### Clock nets, run 1

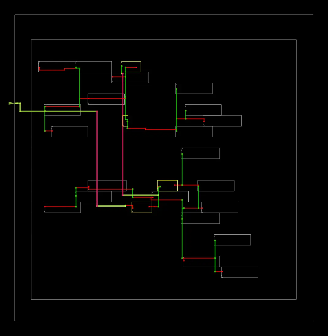
### Drive-strength map, run 1

Scale bar: 20 um.
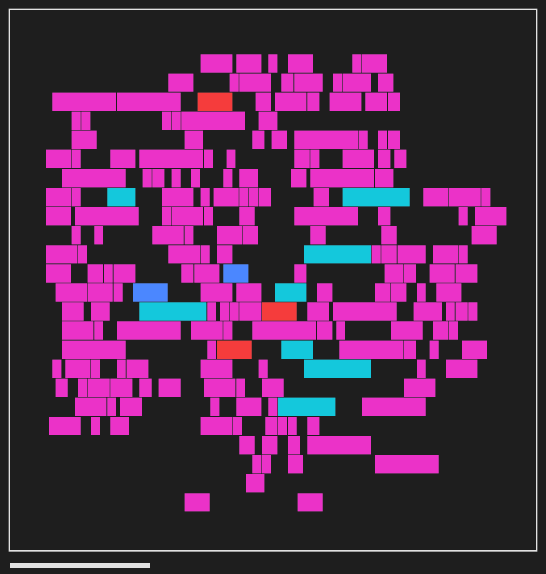
### M2 wires, run 1

Cells faint in the background.
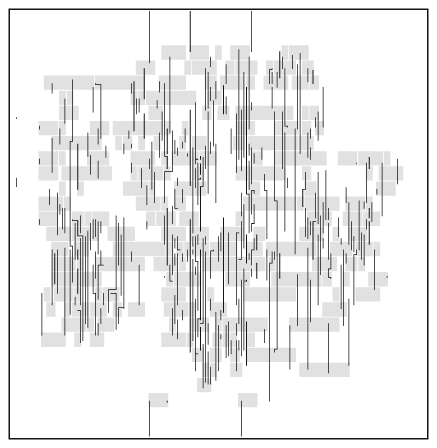
### src/rtl/demux_sched_pkg.sv
// Shared types and helpers for the demux credit scheduler: channel count,
// select width, FSM state encoding and the rotating channel picker.
package demux_sched_pkg;

    localparam int NUM_CH = 4;
    localparam int SEL_W  = 2;

    typedef enum logic [1:0] {
        IDLE    = 2'd0,
        RUN     = 2'd1,
        BLOCKED = 2'd2
    } sched_state_t;

    // First channel at or after ptr (wrapping) whose bit is set in nz_mask;
    // returns ptr when no channel qualifies.
    function automatic logic [SEL_W-1:0] next_rr(input logic [SEL_W-1:0]  ptr,
                                                 input logic [NUM_CH-1:0] nz_mask);
        logic [SEL_W-1:0] ch_s;
        logic             found_s;
        next_rr = ptr;
        found_s = 1'b0;
        for (int k = 0; k < NUM_CH; k++) begin
            ch_s = ptr + k[SEL_W-1:0];
            if (!found_s && nz_mask[ch_s]) begin
                next_rr = ch_s;
                found_s = 1'b1;
            end else begin
                found_s = found_s;
            end
        end
    endfunction

endpackage

### src/rtl/demux_credit_ctr.sv
// One per-channel credit counter: loads CREDITS at reset, decrements on
// dispatch, increments on return and saturates with an overflow flag.
module demux_credit_ctr #(
    parameter int CREDITS = 4,
    parameter int CRED_W  = 3
) (
    input  logic              clk,
    input  logic              rst,
    input  logic              dec,
    input  logic              inc,
    output logic [CRED_W-1:0] cnt,
    output logic [CRED_W-1:0] cnt_nxt,
    output logic              ovf
);

    localparam logic [CRED_W-1:0] CRED_MAX = CRED_W'(CREDITS);

    logic [CRED_W-1:0] cnt_r;
    logic [CRED_W-1:0] cnt_nxt_s;
    logic              ovf_s;

    // Next credit value; a simultaneous dispatch and return cancel out.
    always_comb begin
        cnt_nxt_s = cnt_r;
        ovf_s     = 1'b0;
        case ({dec, inc})
            2'b10: begin
                if (cnt_r != {CRED_W{1'b0}}) begin
                    cnt_nxt_s = cnt_r - CRED_W'(1'b1);
                end else begin
                    cnt_nxt_s = cnt_r;
                end
            end
            2'b01: begin
                if (cnt_r == CRED_MAX) begin
                    cnt_nxt_s = cnt_r;
                    ovf_s     = 1'b1;
                end else begin
                    cnt_nxt_s = cnt_r + CRED_W'(1'b1);
                end
            end
            default: cnt_nxt_s = cnt_r;
        endcase
    end

    // Credit register, full credit after reset.
    always_ff @(posedge clk or posedge rst) begin
        if (rst) begin
            cnt_r <= CRED_MAX;
        end else begin
            cnt_r <= cnt_nxt_s;
        end
    end

    assign cnt     = cnt_r;
    assign cnt_nxt = cnt_nxt_s;
    assign ovf     = ovf_s;

endmodule

### src/rtl/demux_credit_scheduler.sv
// Credit-based feeder for the 1x4 demux: picks a channel with credit, registers
// A/S one cycle after acceptance. DEMUX_SCHED_STRICT_PRIO_EN selects fixed priority.
module demux_credit_scheduler
    import demux_sched_pkg::*;
#(
    parameter int DATA_W  = 1,
    parameter int CREDITS = 4,
    parameter int CRED_W  = 3
) (
    input  logic              clk,
    input  logic              rst,
    input  logic              enable,
    input  logic              in_valid,
    input  logic [DATA_W-1:0] in_data,
    output logic              in_ready,
    input  logic [3:0]        credit_ret,
    output logic [DATA_W-1:0] A,
    output logic [1:0]        S,
    output logic              out_valid,
    output logic              blocked,
    output logic              err_credit
);

    logic [CRED_W-1:0] cnt_s     [NUM_CH];
    logic [CRED_W-1:0] cnt_nxt_s [NUM_CH];
    logic [NUM_CH-1:0] ovf_s;
    logic [NUM_CH-1:0] nz_mask_s;
    logic [NUM_CH-1:0] nxt_nz_mask_s;
    logic [NUM_CH-1:0] dec_s;
    logic [SEL_W-1:0]  grant_s;
    logic              transfer_s;
    sched_state_t      state_r;
    sched_state_t      state_nxt_s;
    logic [SEL_W-1:0]  ptr_r;
    logic [DATA_W-1:0] a_r;
    logic [SEL_W-1:0]  s_r;
    logic              out_valid_r;
    logic              in_ready_r;
    logic              blocked_r;
    logic              err_r;

    for (genvar g = 0; g < NUM_CH; g++) begin : g_ctr
        demux_credit_ctr #(
            .CREDITS (CREDITS),
            .CRED_W  (CRED_W)
        ) u_ctr (
            .clk     (clk),
            .rst     (rst),
            .dec     (dec_s[g]),
            .inc     (credit_ret[g]),
            .cnt     (cnt_s[g]),
            .cnt_nxt (cnt_nxt_s[g]),
            .ovf     (ovf_s[g])
        );
        assign nz_mask_s[g]     = (cnt_s[g] != {CRED_W{1'b0}});
        assign nxt_nz_mask_s[g] = (cnt_nxt_s[g] != {CRED_W{1'b0}});
    end

    // Arbiter: in strict-priority builds ptr stays 0, so the search starts at ch0.
    always_comb begin
        grant_s    = next_rr(ptr_r, nz_mask_s);
        transfer_s = in_valid && in_ready_r;
        dec_s      = {NUM_CH{1'b0}};
        if (transfer_s) begin
            dec_s[grant_s] = 1'b1;
        end else begin
            dec_s = {NUM_CH{1'b0}};
        end
    end

    // Next state looks at post-update credits so a return unblocks in one cycle.
    always_comb begin
        state_nxt_s = state_r;
        if (!enable) begin
            state_nxt_s = IDLE;
        end else if (nxt_nz_mask_s == {NUM_CH{1'b0}}) begin
            state_nxt_s = BLOCKED;
        end else begin
            state_nxt_s = RUN;
        end
    end

    // FSM, pointer and registered outputs.
    always_ff @(posedge clk or posedge rst) begin
        if (rst) begin
            state_r     <= IDLE;
            ptr_r       <= {SEL_W{1'b0}};
            a_r         <= {DATA_W{1'b0}};
            s_r         <= {SEL_W{1'b0}};
            out_valid_r <= 1'b0;
            in_ready_r  <= 1'b0;
            blocked_r   <= 1'b0;
            err_r       <= 1'b0;
        end else begin
            state_r    <= state_nxt_s;
            in_ready_r <= (state_nxt_s == RUN);
            blocked_r  <= (state_nxt_s == BLOCKED);
            err_r      <= err_r | (|ovf_s);
            if (transfer_s) begin
                a_r         <= in_data;
                s_r         <= grant_s;
                out_valid_r <= 1'b1;
`ifdef DEMUX_SCHED_STRICT_PRIO_EN
                ptr_r       <= {SEL_W{1'b0}};
`else
                ptr_r       <= grant_s + SEL_W'(1'b1);
`endif
            end else begin
                out_valid_r <= 1'b0;
            end
        end
    end

    assign in_ready   = in_ready_r;
    assign A          = a_r;
    assign S          = s_r;
    assign out_valid  = out_valid_r;
    assign blocked    = blocked_r;
    assign err_credit = err_r;

endmodule

### config.mk
export PLATFORM = sky130hd
export DESIGN_NAME = demux_credit_scheduler
export DESIGN_NICKNAME = d
export VERILOG_FILES = /design/src/rtl/demux_sched_pkg.sv /design/src/rtl/demux_credit_ctr.sv /design/src/rtl/demux_credit_scheduler.sv
export SDC_FILE = /design/constraint.sdc
export NUM_CORES = 1
export LEC_CHECK = 0
export ABC_CLOCK_PERIOD_IN_PS = 6200
export CORE_AREA = 4 4 71 73
export DETAILED_ROUTE_END_ITERATION = 7
export DIE_AREA = 0 0 75 77
export REMOVE_ABC_BUFFERS = 1
export SETUP_SLACK_MARGIN = 0.5
export SYNTH_ARGS = -nofsm -noshare
export SYNTH_HDL_FRONTEND = slang
export SYNTH_SLANG_ARGS = --single-unit
### constraint.sdc
create_clock -name clk -period 6.2 [get_ports clk]
set_input_delay 0.62 -clock clk [delete_from_list [all_inputs] [get_ports clk]]
set_output_delay 0.62 -clock clk [all_outputs]
set_load 0.03 [all_outputs]
==> summary.txt, run 1 <==
Implementation numbers.

- The global routing stage identified its most utilized layer as met2.
- The leakage power is 0.906 nW.
- Ranked by instance count, the synthesized netlist is headed by 28 x sky130_fd_sc_hd__inv_1, 24 x sky130_fd_sc_hd__ha_1, 19 x sky130_fd_sc_hd__nand2_1.
- The timing startpoint of the critical path is g_ctr[0].u_ctr.cnt[0].
- The number of placed instances with taps included is between 200 and 300.
- The cell family contributing the most delay on the critical path is simple AND/OR/NAND/NOR gates.
- The report puts the hold buffer count at CTS at 0.
- The fraction of met3 tracks used by global routing is 2.61%.
- Counting flops and latches in the post-synthesis netlist gives 21.
- The compound-gate portion of the synthesized area is between 10% and 20%.
- The clock tree has to reach 21 sinks.
- The detailed-placement wirelength estimate is between 2000 and 3000 um.
- For this run, global-route usage on met1 was measured as a little under a fifth.
- The number of warnings reported in the stage logs is about 40.
- Post-route period utilization is reported as between 60% and 70%.
- At the end of routability-driven placement, the weighted congestion stood at between 0.7 and 0.8.
- In the setup report, the worst path falls into the class flop to flop.
- The worst setup path is captured at a flop.
- Looking at the clock tree report, the root buffer type is sky130_fd_sc_hd__clkbuf_8.
- The final number of hold-violating endpoints is 0.
- The count of different cell masters after synthesis is ~42.
- In the final layout, multi-input gates take up 53.6% of the cell area.
- The report lists the power per cell area as between 500 and 600 nW/um^2.
- The number of global-route vias before repair is 1343.
- Setup repair after global routing left no endpoint under its margin.
- The violation tally from detailed-route iteration zero is 36.
- The report gives the cell count of the worst hold path as 2.
- The number of fillers in the final layout is about 450.
- The core occupancy in the finished layout is 44.7%.
- The run finished with clean final reports.
- The synthesized area divided by synthesized cell count is approximately 8.9 um^2.
- The final report lists a non-filler cell total of 259.
- For reference, the top logic cell family by area is simple AND/OR/NAND/NOR gates.
- In this build the clock could be raised as far as about 0.26 GHz.
- The number of diodes is 0.
- The clock slew seen by the registers of the worst setup and hold paths is 0.08 ns.
- Counting both buffers and inverters, the worst setup path holds a total of 3.
- The share of async-settable or async-resettable flops after synthesis is 100%.
- The required time at the worst-slack endpoint is between 6 and 7 ns.
- Per the synthesis report, the XOR/XNOR share of the synthesized area is 0%.
- The die width is between 70 and 80 um.
- Counting I/O delays and the setup requirement, the final critical path takes approximately 3.9 ns.
- The reg-to-reg setup timing slack is roughly 2.3 ns.
- In this run the critical path is formed by inv_1 > ha_1 > nor2b_4 > o22ai_1 > a222oi_1 > inv_1 > ha_1 > nand2_1 > inv_1 > ha_1 > or3b_1 > a21oi_1 > a221oi_1 > nor4_2 > and4_1.
- The cell with the most instances after synthesis is sky130_fd_sc_hd__inv_1.
- The slew at the pin closest to its max-slew limit is a little under 0.8 ns.
- The worst hold slack after final layout is 0.480 ns.
- The pre-CTS setup check shows a worst slack of approximately 2.4 ns.
- The count of unresolved DRC violations after routing is 0.
- After Yosys synthesis, and, or, nand and nor cells account for about a fifth of the synthesized area.
- The detail route stage leaves a number of antenna-violating nets equal to 0.
- The first global-routing pass estimated approximately 6100 um of wire.
- The overall global routing resource usage is a little over an eighth.
- The number of cells reported by Yosys stat comes to between 150 and 200.
- The max-capacitance violation count is 0.
- The total negative setup slack is 0 ns.
- STA classifies the critical path startpoint as a flop.
- The area growth from synthesis to layout is 14.4%.
- Buffers placed on the I/O ports in this run total 15.
- The floorplan die height is between 70 and 80 um.
- For the worst-skew pair, the clock arrives at the later sink with an insertion delay of between 0.2 and 0.3 ns.
- STA lists the startpoint of the worst hold path as S[0].
- The routed design shows a via density per instance of ~5.3.
- The TritonCTS clock tree is yes.
- The portion of the layout cell area used by non-clock buffers is about 7.7%.
- The tightest min-delay check is of the flop to flop type.
- For this run, the post-layout net count is 241.
-- 'Clock nets' (at the start) --
FFs & Latches: 21
total clock buffers created by CTS: 3
Clock group: 0.0000921 W

-- 'Drive-strength map' (at the start) --
x6 and larger -> red  # cells 3, most used clkbuf_8
x3 and x4 -> blue  # cells 2
x2 -> cyan  # cells 8, most used dfstp_2
x1 and smaller -> magenta  # cells 194, most used inv_1
summed area of non-filler cells in the final layout: 1950 um^2
fin worst setup slack: 2.33 ns
number of buffers other than clock buffers in the final layout: 15

-- 'M2 wires' (at the start) --
wire length on this layer = 1740 um
share of all routed wire = 48%
global-route met2 utilization: 21.2%
routed wire length: 3640 um
number of vias after detailed routing: 1384

[run 1: per-layer routing]
layer / vias up / share of wire, %
met2: 21 / 48
met5: - / 0
li1: 702 / -
met4: 0 / 2.1
met3: 6 / 3.6
met1: 655 / 47
[run 1: report_power, final]
group / internal (W) / switching, W / total, W
clock: 0.0000459 / 0.0000462 / 0.0000921
combinational: 0.000281 / 0.000362 / 0.000644
sequential: 0.000197 / 0.0000547 / 0.000252
total: 0.000524 / 0.000463 / 0.000988
[run 1: state kept, by name, summed over array words and instances, names as in the netlist]
signal,flops
A,1
S,2
blocked,1
err_credit,1
g_ctr.u_ctr.cnt,12
in_ready,1
out_valid,1
ptr_r,2
### Met1 routing, run 1

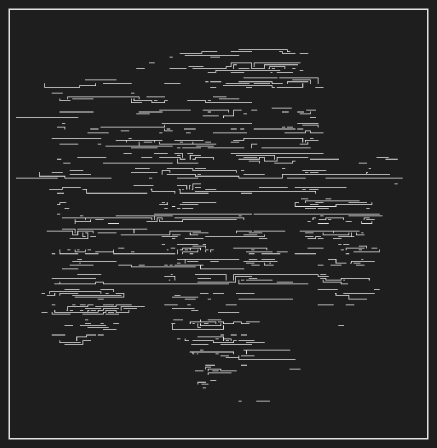

## Run 2: what changed since run 1
--- a/config.mk
+++ b/config.mk
@@ -5,7 +5,7 @@
 export SDC_FILE = /design/constraint.sdc
 export NUM_CORES = 1
 export LEC_CHECK = 0
-export ABC_CLOCK_PERIOD_IN_PS = 6200
+export ABC_CLOCK_PERIOD_IN_PS = 3600
 export CORE_AREA = 4 4 71 73
 export DETAILED_ROUTE_END_ITERATION = 7
 export DIE_AREA = 0 0 75 77
==> constraint.sdc (replaced) <==
create_clock -name clk -period 3.6 [get_ports clk]
set_input_delay 0.36 -clock clk [delete_from_list [all_inputs] [get_ports clk]]
set_output_delay 0.36 -clock clk [all_outputs]
set_load 0.03 [all_outputs]
### Met1 routing, run 2

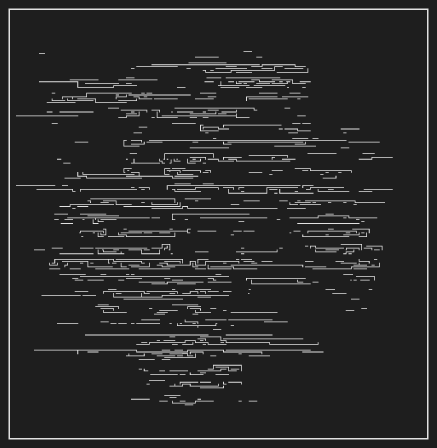
longest straight run = 35.4 um
main direction = horizontal
share of all routed wire = 45%
nets with wire on the layer = 239
number of vias after detailed routing: 1546
GR Layer Usage met1: 19.9%
routed wire length: 4180 um

### M2 wires, run 2

Cells faint in the background.
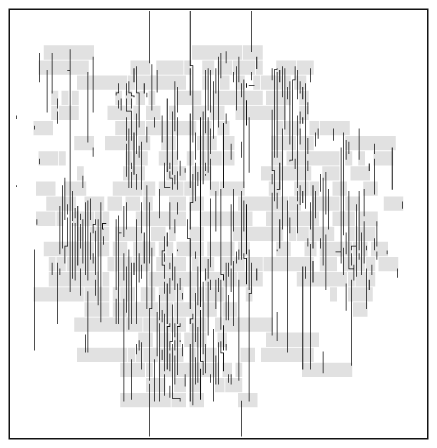
share of all routed wire = 51%
main direction = vertical

==> run 2 against run 1 <==
Compared with the run above:
- global-route usage increased by 1.9 points
- wire length increased by 15%
- count of clock-buffer cells in the layout shrank 1
- combinational power increased by 150%
- largest power group unchanged
- non-clock buffer count is 31 higher
- worst setup slack worse by 1.9 ns
==> summary.txt, run 2 <==
Implementation numbers.

- The leakage power was 1.06 nW (+17%).
- The number of fillers in the final layout is 394 (-13%).
- The net load switching power is 0.000953 W (+110%).
- The post-route minimum period is 3.18 ns (-0.687 ns).
- The worst hold slack after final layout is 0.487 ns (+0.00713 ns).
- The fraction of met3 tracks used by global routing is 2.75% (+0.13 points).
- The most crowded layer after global routing is met2.
- The layout overhead on the synthesized area is 38.7%.
- The met1 layer wirelength in the final routing is 1880 um (+11%).
- The number of global-route vias before repair came to 1495 (+11%).
- Per the timing report, the biggest fanout along the worst path comes to 6.
- The final critical-path setup slack is 0.422 ns (-1.91 ns).
- The depth of the worst hold-timing path is 2 (unchanged).
- The worst setup path is captured at a flop.
- The share of the clock period used by the worst path came to 88.3% (+26 points).
- The clock network power is 0.000165 W (+79%).
- The fraction of area in multi-input gates was 51.5% (-2.1 points).
- The number of cells on the worst reg-to-reg path is 17.
- The required time at the worst-slack endpoint is 3.81 ns (-2.59 ns).
- The TritonCTS clock tree is yes.
- The reg-to-reg setup timing slack is 0.42 ns (-1.91 ns).
- In the synthesized netlist, the cells that appear most often are 28 x sky130_fd_sc_hd__inv_1, 24 x sky130_fd_sc_hd__ha_1, 19 x sky130_fd_sc_hd__nand2_1.
- The number of buffer and inverter instances along the worst setup path is 4 (+1).
- The net total in the final layout is 272 (+13%).
- The share of async-settable or async-resettable flops after synthesis is 100% (unchanged).
- The synthesized area divided by synthesized cell count is 8.92 um^2 (unchanged).
- The number of diodes was 0 (unchanged).
- The total internal power is 0.00125 W (+140%).
- The TritonCTS buffer count is 3 (unchanged).
- The detailed-route vias per instance is 5.33 (-0.24%).
- The total met2 wirelength after detailed routing is 2120 um (+22%).
- The areal power density over the cells was 933 nW/um^2 (+84%).
- The proportion of power drawn by flip-flops and latches is 19.8% (-5.7 points).
- The detailed-placement wirelength estimate is 3020 um (+5.0%).
- The number of placed instances with taps included is 270 (+5.9%).
- The clock sink count is 21 (unchanged).
- The combinational power is 0.00160 W (+150%).
- The run finished with clean final reports.
- The sequential power was 0.000436 W (+73%).
- The floorplan die height is 77 um (unchanged).
- The max-capacitance violation count is 0 (unchanged).
- The hold buffer count at cts was 0 (unchanged).
- The number of standard cells in the final layout excluding fillers came to 290 (+12%).
- The placer congestion estimate is 0.854 (+7.9%).
- For this run the top cell type by instance count after synthesis was sky130_fd_sc_hd__inv_1.
- Setup repair after global routing could not meet its margin everywhere.
- The die width is 75 um (unchanged).
- For the worst min-delay path, the startpoint reported by OpenROAD is S[0].
- The final number of hold-violating endpoints is 0 (unchanged).
- The clock tree root driver cell is sky130_fd_sc_hd__clkbuf_8.
- The overall global routing resource usage is 15.4% (+1.9 points).
- The proportion of power drawn by combinational gates is 72.7% (+7.5 points).
- The family with the most delay on the worst path is simple AND/OR/NAND/NOR gates.
- The synthesized flop and latch total is 21 (unchanged).
- Summing all multi-input logic gate instances after layout gives ~1200 um^2.
- The total number of warnings across the stage logs is 42 (+5.0%).
- The total negative setup slack is 0 ns (unchanged).
- The core occupancy in the finished layout is 54.3% (+9.5 points).
- The count of unresolved DRC violations after routing was 0 (unchanged).
- The worst setup timing slack at the placement stage came to 0.0526 ns (-2.32 ns).
- The flop count is 21 (unchanged).
- The delay contributed by the slowest stage of the critical path is ~0.40 ns.
- The signal on the critical path passes through inv_2 > ha_4 > nor2b_4 > buf_4 > nand3_1 > o31ai_1 > o32a_1 > ha_2 > nand2_2 > inv_2 > ha_4 > buf_4 > mux2_1 > a21oi_2 > o21ai_2 > nor4_2 > and4_1.
- The core utilization at floorplan is approximately 39%.
- The slew at the pin closest to its max-slew limit is 0.810 ns (+0.0203 ns).
- The count of buffers not belonging to the clock network in the layout is 46 (+31).
- The met2 track demand over resource in global routing came to 25.5% (+4.4 points).
- The count of different cell masters after synthesis is 42 (unchanged).
- The achievable clock frequency came to 0.315 GHz (+22%).
- The portion of the layout cell area used by non-clock buffers is 16.4% (+8.7 points).
- The number of flip-flops in the largest register is 12 (unchanged).
- The clock slew seen by the registers of the worst setup and hold paths is 0.09 ns (about the same).
- The wire length of the first global-routing pass is 6940 um (+14%).
- The fraction of power spent switching nets is 43.2% (-3.7 points).
- The area of all placed cells without fillers was 2360 um^2 (+21%).
- The share of total power in the clock network is 7.5% (-1.8 points).
- The wire length on met3 came to 135 um (+2.3%).
- The top power group is combinational cells.
- The clock latency on the worst-skew pair is 0.27 ns (about the same).
- Note that the worst hold path type here is flop to flop.
- The tally of buffers added on design ports is 15 (unchanged).
- The post-synthesis cell count from yosys is 191 (unchanged).
- The violation tally from detailed-route iteration zero was 58 (+61%).
- The category of the worst setup path launch point is a flop.
-- run 2: cell families after synthesis --
kind of cell    count (synthesis)  synth area share [%]
simple gates                   61                  19.7
compound gates                 44                  18.4
buf+inv                        33                  7.49
fa+ha+maj                      24                  17.6
flops                          21                  31.2
mux                             8                  5.66
-- run 2: worst max path at each step --
stage                               start        to
floorplan           g_ctr[0].u_ctr.cnt[0]   blocked
global placement    g_ctr[2].u_ctr.cnt[0]   blocked
detailed placement  g_ctr[0].u_ctr.cnt[1]   blocked
CTS                 g_ctr[2].u_ctr.cnt[0]   blocked
global route        g_ctr[0].u_ctr.cnt[1]  in_ready
finish              g_ctr[0].u_ctr.cnt[1]   blocked
## Run 3: what changed since run 2
--- a/config.mk
+++ b/config.mk
@@ -7,6 +7,7 @@
 export LEC_CHECK = 0
 export ABC_CLOCK_PERIOD_IN_PS = 3600
 export CORE_AREA = 4 4 71 73
+export CTS_CLUSTER_SIZE = 14
 export DETAILED_ROUTE_END_ITERATION = 7
 export DIE_AREA = 0 0 75 77
 export REMOVE_ABC_BUFFERS = 1
### Met1 routing, run 3

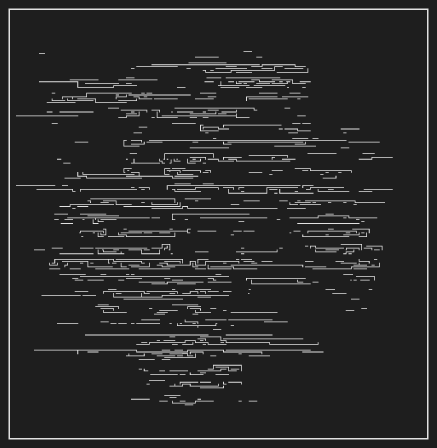

==> run 3 against run 2 <==
Compared with the run above:
- register-to-register slack barely moved
- via count unchanged
- wire length is the same
- clock skew unchanged
- non-clock buffer count unchanged
- cell area stayed put
- global-route usage did not move
- critical path depth unchanged
- count of clock-buffer cells in the layout stayed put
- worst hold slack unchanged
- sequential power barely moved
- critical path type unchanged
- largest cell class unchanged
- highest routed layer unchanged
==> summary.txt, run 3 <==
Implementation numbers.

- The total internal power is 0.00125 W (unchanged).
- The share of total power in the clock network is 7.5% (about the same).
- The net load switching power is 0.000953 W (unchanged).
- The total number of warnings across the stage logs is 42 (unchanged).
- The worst setup timing slack at the placement stage is 0.0526 ns (unchanged).
- The number of global-route vias before repair is 1495 (unchanged).
- The share of async-settable or async-resettable flops after synthesis is 100% (unchanged).
- The core utilization at floorplan is 39.1% (unchanged).
- The layout overhead on the synthesized area is 38.7% (unchanged).
- The signal on the critical path passes through inv_2 > ha_4 > nor2b_4 > buf_4 > nand3_1 > o31ai_1 > o32a_1 > ha_2 > nand2_2 > inv_2 > ha_4 > buf_4 > mux2_1 > a21oi_2 > o21ai_2 > nor4_2 > and4_1.
- Setup repair after global routing could not meet its margin everywhere.
- The delay contributed by the slowest stage of the critical path is 0.40 ns (about the same).
- Per the hold report, the tightest min-delay path originates at S[0].
- The hold buffer count at cts came to 0 (unchanged).
- The depth of the worst hold-timing path is 2 (unchanged).
- The violation tally from detailed-route iteration zero is 58 (unchanged).
- The die width is 75 um (unchanged).
- The cell family contributing the most delay on the critical path is simple AND/OR/NAND/NOR gates.
- The worst setup path is launched from a flop.
- The type of the tightest min-delay check is flop to flop.
- The fraction of power spent switching nets came to 43.2% (unchanged).
- The proportion of power drawn by combinational gates is 72.7% (about the same).
- The count of different cell masters after synthesis is 42 (unchanged).
- The synthesis run shows the most used standard cells to be 28 x sky130_fd_sc_hd__inv_1, 24 x sky130_fd_sc_hd__ha_1, 19 x sky130_fd_sc_hd__nand2_1.
- The clock tree root driver cell is sky130_fd_sc_hd__clkbuf_8.
- The TritonCTS clock tree is yes.
- The most critical setup path has its startpoint at g_ctr[0].u_ctr.cnt[1].
- The wire length of the first global-routing pass is 6940 um (unchanged).
- The slew at the pin closest to its max-slew limit is 0.810 ns (unchanged).
- The core occupancy in the finished layout came to 54.3% (unchanged).
- The max-capacitance violation count is 0 (unchanged).
- The reg-to-reg setup timing slack is 0.42 ns (about the same).
- The flow ran to the end, and the final reports show no timing, DRC or antenna violations.
- The number of flip-flops in the largest register is 12 (unchanged).
- The sequential power is 0.000436 W (about the same).
- The top power group is combinational cells.
### Clock nets, run 3

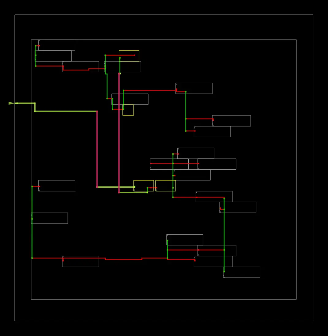
clock tree buffer count of the final layout: 3
Clock group: 0.000165 W
clock latency on the worst-skew pair: 0.27 ns
clock skew after layout: 0.00982 ns

run 3: cell counts after synthesis:
No cell type changed its count.
run 3: final cells by class:
type | instances | area, um^2
clock inverters | 1 | 7.51
fillers | 394 | 1990
multi-input cells | 137 | 1220
clock buffers | 3 | 41.3
flip-flops and latches | 21 | 532
inverters | 30 | 113
repair buffers | 46 | 387
well taps | 52 | 65.1
run 3: logic make-up (layout without fill, tap and decap cells):
family | count (synthesis) | count (layout) | share of synthesized area (%)
AOI/OAI and AO/OA | 44 | 44 | 18.4
muxes | 8 | 8 | 5.66
DFF | 21 | 21 | 31.2
adders and majority gates | 24 | 24 | 17.6
and+or+nand+nor | 61 | 61 | 19.7
buffers and inverters | 33 | 80 | 7.49
Power is estimated from default activity; no workload was simulated.
